===== src/rtl/ddr4_tlul_arbiter_pkg.sv =====
// +-----------------------------------------------------------------------------+
// | ddr4_tlul_arbiter_pkg                                                       |
// | TL-UL channel A/D bundle types shared by the arbiter and its users.         |
// | Rev 1.0 - initial release                                                   |
// +-----------------------------------------------------------------------------+
`default_nettype none

package ddr4_tlul_arbiter_pkg;

    typedef struct packed {
        logic        a_valid;
        logic [2:0]  a_opcode;
        logic [2:0]  a_param;
        logic [1:0]  a_size;
        logic [7:0]  a_source;
        logic [31:0] a_address;
        logic [3:0]  a_mask;
        logic [31:0] a_data;
        logic        d_ready;
    } tl_h2d_t;

    typedef struct packed {
        logic        d_valid;
        logic [2:0]  d_opcode;
        logic [2:0]  d_param;
        logic [1:0]  d_size;
        logic [7:0]  d_source;
        logic        d_sink;
        logic [31:0] d_data;
        logic        d_error;
        logic        a_ready;
    } tl_d2h_t;

endpackage

`default_nettype wire


===== src/rtl/ddr4_tlul_arbiter.sv =====
// +-----------------------------------------------------------------------------+
// | ddr4_tlul_arbiter                                                           |
// | Round-robin sharing of one DDR4 TL-UL port among NUM_HOSTS hosts, with      |
// | in-order D routing via a host-index FIFO. Optional macro DDR4_ARB_PERF_EN   |
// | adds per-host saturating accepted-request counters on perf_cnt_o.           |
// | Rev 1.0 - initial release                                                   |
// +-----------------------------------------------------------------------------+
`default_nettype none

module ddr4_tlul_arbiter
    import ddr4_tlul_arbiter_pkg::*;
#(
    parameter int NUM_HOSTS       = 4,
    parameter int MAX_OUTSTANDING = 4
) (
    input  logic        clk_i,
    input  logic        rst_ni,
    input  logic        calib_done_i,
    input  tl_h2d_t     tl_h_i [NUM_HOSTS],
    output tl_d2h_t     tl_h_o [NUM_HOSTS],
    output tl_h2d_t     tl_ddr_o,
    input  tl_d2h_t     tl_ddr_i,
`ifdef DDR4_ARB_PERF_EN
    output logic [31:0] perf_cnt_o [NUM_HOSTS],
`endif
    output logic        err_unexp_o
);

    localparam int IDX_W = $clog2(NUM_HOSTS);
    localparam int PTR_W = (MAX_OUTSTANDING > 1) ? $clog2(MAX_OUTSTANDING) : 1;
    localparam int CNT_W = $clog2(MAX_OUTSTANDING + 1);

    localparam logic [IDX_W-1:0] LAST_IDX = IDX_W'(NUM_HOSTS - 1);
    localparam logic [PTR_W-1:0] LAST_PTR = PTR_W'(MAX_OUTSTANDING - 1);
    localparam logic [CNT_W-1:0] MAX_CNT  = CNT_W'(MAX_OUTSTANDING);

    logic [IDX_W-1:0] rr_q;
    logic [IDX_W-1:0] rr_d;
    logic             lock_q;
    logic             lock_d;
    logic [IDX_W-1:0] lock_idx_q;
    logic [IDX_W-1:0] lock_idx_d;
    logic [PTR_W-1:0] wr_ptr_q;
    logic [PTR_W-1:0] wr_ptr_d;
    logic [PTR_W-1:0] rd_ptr_q;
    logic [PTR_W-1:0] rd_ptr_d;
    logic [CNT_W-1:0] cnt_q;
    logic [CNT_W-1:0] cnt_d;
    logic             err_q;
    logic             err_d;
    logic [IDX_W-1:0] fifo_q [MAX_OUTSTANDING];

    logic [IDX_W-1:0] scan_idx;
    logic [IDX_W-1:0] sel_idx;
    logic             sel_found;
    logic [IDX_W-1:0] gnt_idx;
    logic             gnt_vld;
    logic             a_hs;
    logic             d_hs;
    logic             fifo_empty;
    logic             fifo_full;
    logic [IDX_W-1:0] head_idx;

    assign fifo_empty = (cnt_q == '0);
    assign fifo_full  = (cnt_q == MAX_CNT);
    assign head_idx   = fifo_q[rd_ptr_q];

    // Search upward from the round-robin pointer, wrapping at the last host.
    always_comb begin
        sel_found = 1'b0;
        sel_idx   = rr_q;
        scan_idx  = rr_q;
        for (int k = 0; k < NUM_HOSTS; k++) begin
            if (!sel_found && tl_h_i[scan_idx].a_valid) begin
                sel_found = 1'b1;
                sel_idx   = scan_idx;
            end
            scan_idx = (scan_idx == LAST_IDX) ? '0 : scan_idx + IDX_W'(1);
        end
    end

    // A locked host never needs the occupancy check: it was granted below MAX.
    always_comb begin
        gnt_idx = lock_q ? lock_idx_q : sel_idx;
        gnt_vld = rst_ni && calib_done_i && (lock_q || (!fifo_full && sel_found));
        a_hs    = gnt_vld && tl_h_i[gnt_idx].a_valid && tl_ddr_i.a_ready;
        d_hs    = !fifo_empty && tl_ddr_i.d_valid && tl_h_i[head_idx].d_ready;
    end

    // With no outstanding entry a stray D beat is swallowed rather than stalled.
    always_comb begin
        tl_ddr_o         = tl_h_i[gnt_idx];
        tl_ddr_o.a_valid = gnt_vld && tl_h_i[gnt_idx].a_valid;
        tl_ddr_o.d_ready = rst_ni && (fifo_empty ? tl_ddr_i.d_valid
                                                 : tl_h_i[head_idx].d_ready);
    end

    always_comb begin
        for (int i = 0; i < NUM_HOSTS; i++) begin
            tl_h_o[i] = '0;
            if (rst_ni && !fifo_empty && (head_idx == IDX_W'(i))) begin
                tl_h_o[i] = tl_ddr_i;
            end
            tl_h_o[i].a_ready = gnt_vld && (gnt_idx == IDX_W'(i)) && tl_ddr_i.a_ready;
        end
    end

    always_comb begin
        rr_d       = rr_q;
        lock_d     = lock_q;
        lock_idx_d = lock_idx_q;
        wr_ptr_d   = wr_ptr_q;
        rd_ptr_d   = rd_ptr_q;
        cnt_d      = cnt_q;
        err_d      = err_q;
        if (a_hs) begin
            lock_d   = 1'b0;
            rr_d     = (gnt_idx == LAST_IDX) ? '0 : gnt_idx + IDX_W'(1);
            wr_ptr_d = (wr_ptr_q == LAST_PTR) ? '0 : wr_ptr_q + PTR_W'(1);
        end else if (tl_ddr_o.a_valid) begin
            lock_d     = 1'b1;
            lock_idx_d = gnt_idx;
        end
        if (d_hs) begin
            rd_ptr_d = (rd_ptr_q == LAST_PTR) ? '0 : rd_ptr_q + PTR_W'(1);
        end
        case ({a_hs, d_hs})
            2'b10:   cnt_d = cnt_q + CNT_W'(1);
            2'b01:   cnt_d = cnt_q - CNT_W'(1);
            default: cnt_d = cnt_q;
        endcase
        if (tl_ddr_i.d_valid && fifo_empty) begin
            err_d = 1'b1;
        end
    end

    always_ff @(posedge clk_i) begin
        if (!rst_ni) begin
            rr_q       <= '0;
            lock_q     <= 1'b0;
            lock_idx_q <= '0;
            wr_ptr_q   <= '0;
            rd_ptr_q   <= '0;
            cnt_q      <= '0;
            err_q      <= 1'b0;
        end else begin
            rr_q       <= rr_d;
            lock_q     <= lock_d;
            lock_idx_q <= lock_idx_d;
            wr_ptr_q   <= wr_ptr_d;
            rd_ptr_q   <= rd_ptr_d;
            cnt_q      <= cnt_d;
            err_q      <= err_d;
        end
    end

    // Entry storage needs no reset: occupancy is tracked solely by cnt_q.
    always_ff @(posedge clk_i) begin
        if (a_hs) begin
            fifo_q[wr_ptr_q] <= gnt_idx;
        end
    end

    assign err_unexp_o = err_q;

`ifdef DDR4_ARB_PERF_EN
    logic [31:0] perf_q [NUM_HOSTS];

    always_ff @(posedge clk_i) begin
        if (!rst_ni) begin
            for (int i = 0; i < NUM_HOSTS; i++) begin
                perf_q[i] <= '0;
            end
        end else begin
            for (int i = 0; i < NUM_HOSTS; i++) begin
                if (a_hs && (gnt_idx == IDX_W'(i)) && (perf_q[i] != 32'hFFFF_FFFF)) begin
                    perf_q[i] <= perf_q[i] + 32'd1;
                end
            end
        end
    end

    always_comb begin
        for (int i = 0; i < NUM_HOSTS; i++) begin
            perf_cnt_o[i] = perf_q[i];
        end
    end
`endif

endmodule

`default_nettype wire


===== config.mk =====
export PLATFORM = sky130hd
export DESIGN_NAME = ddr4_tlul_arbiter
export DESIGN_NICKNAME = d
export VERILOG_FILES = /design/src/rtl/ddr4_tlul_arbiter_pkg.sv /design/src/rtl/ddr4_tlul_arbiter.sv
export SDC_FILE = /design/constraint.sdc
export NUM_CORES = 1
export LEC_CHECK = 0
export ABC_AREA = 1
export CAP_MARGIN = 15
export CORE_AREA = 2 2 267 269
export CTS_CLUSTER_DIAMETER = 30
export DETAILED_ROUTE_END_ITERATION = 7
export DIE_AREA = 0 0 269 271
export GPL_ROUTABILITY_DRIVEN = 0
export PLACE_DENSITY_LB_ADDON = 0.12
export SLEW_MARGIN = 20
export SYNTH_ARGS = -nofsm -noshare
export SYNTH_HDL_FRONTEND = slang
export SYNTH_SLANG_ARGS = --single-unit

===== constraint.sdc =====
create_clock -name clk_i -period 3.5 [get_ports clk_i]
set_input_delay 0.35 -clock clk_i [delete_from_list [all_inputs] [get_ports clk_i]]
set_output_delay 0.35 -clock clk_i [all_outputs]
set_load 0.1 [all_outputs]

Fig. 1: sequential cells grouped by signal name
Bar = 100 µm. Other sequential cells in the stronger gray, the rest of the logic in the fainter gray.
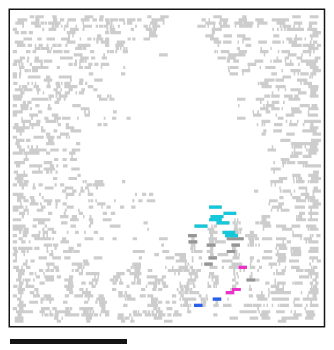
Magenta stands for cnt_q, sequential cells 3. Blue stands for rr_q, sequential cells 2. Cyan stands for fifo_q, sequential cells 8.
Another 10 sequential cells are not colored.

Fig. 2: routed metal, one color a layer
Only two layers are drawn.
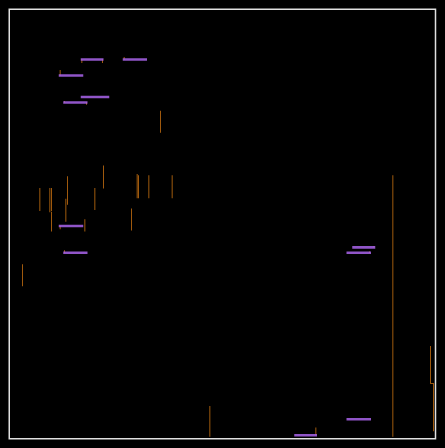
Purple stands for metal 5, wire length 152 µm. Orange stands for metal 4, wire length 482 µm.
total track usage: 13.9%
Post-Route WL: 54600 µm
Vias: 9406
Avg WL per Cell: 21.1 µm

Fig. 3: routing congestion map
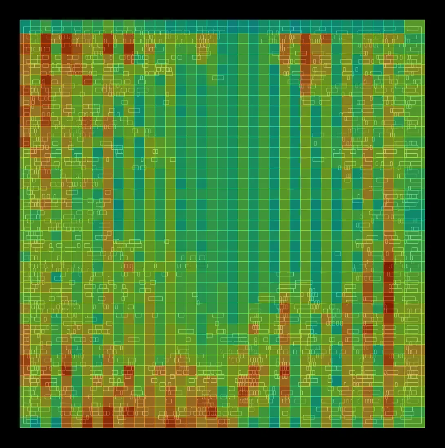
GR Util met1: 13.9%
Core Util, Final: 24.1%

==> results.json <==
{
  "setup_viol": 0,
  "top_layer": "met5",
  "tap_cells": 940,
  "fp_util_pct": 7.17,
  "use_met2_pct": 27.3,
  "simple_gate_share_pct": 40.6,
  "top_cell": "nor2_1",
  "num-nonclk-inverters": 89,
  "slew_violations": 0,
  "synth.avg_cell_area_um2": 5.11,
  "status": "completed",
  "io_buffers": 693,
  "grt_pass1_wl_um": 73300,
  "dr_wl_met3_um": 5920,
  "min_to": "err_unexp_o",
  "top_area_cell_class": "buffers",
  "period_minus_slack_ns": 3.26,
  "seq_area_um2": 541,
  "buffers": 737,
  "clock_sinks": 23,
  "drcViolationCount": 0,
  "crit_family": "simple AND/OR/NAND/NOR gates",
  "synthTopCellsByCount": "nor2_1, o21ai_0, inv_1, o22ai_1, nand2_1",
  "mux_share_pct": 0,
  "period_used_pct": 93.1,
  "ys_ff": 23,
  "synthDominantCellAreaShare_pct": 29.7
}
Fig. 4: the metal 4 layer
Bar = 100 µm.
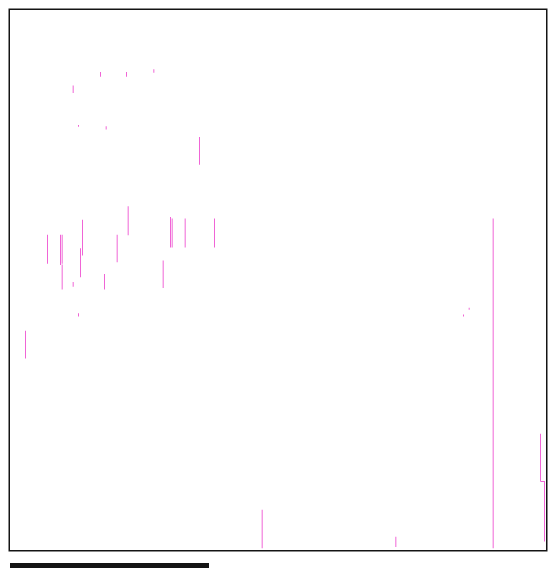
The layer holds 0.88% of the routed length. 28 nets have wire on it. The layer carries 482 µm of wire. The longest straight run is 165 µm.

Fig. 5: gate families picked out
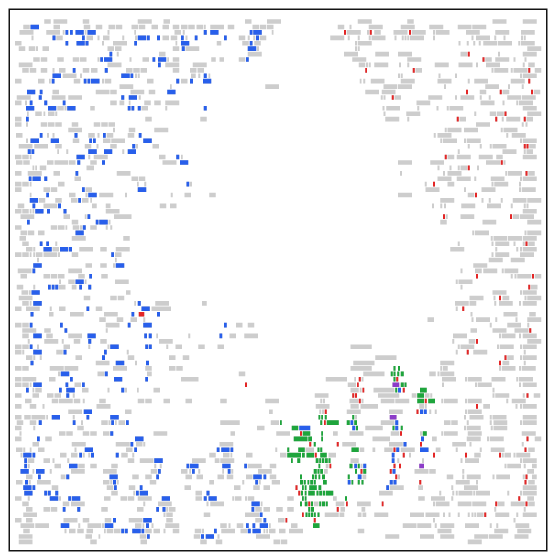
Green stands for nand cells, cells 101, most used nand2_1, where south. Red stands for inv cells, cells 89, most used inv_1. Purple stands for non-inverting ao/oa cells, cells 3. Blue stands for aoi and oai cells, cells 274, most used o21ai_0.

-- sequential cells by signal (all words and copies together), names as in the netlist, named ones only --
register / cells
fifo_q: 8
cnt_q: 3
lock_idx_q: 2
rd_ptr_q: 2
rr_q: 2
wr_ptr_q: 2
err_unexp_o: 1
lock_q: 1
-- layout by cell type (no fill, tap or decap), drive strengths merged --
cell type	Yosys	final
clkdlybuf4s50	0	399
nor2	397	397
buf	37	336
o21ai	176	176
inv	89	89
o22ai	85	85
nand2	70	70
nand3	30	30
dfxtp	15	15
a21oi	12	12
ha	11	11
edfxtp	8	8
clkbuf	39	5
diode	0	3
or2	2	2
a32o	1	1
nand4	1	1
nor3	1	1
a211oi	1	1
o211a	1	1
o21a	1	1
fa	1	1
clkinv	0	1
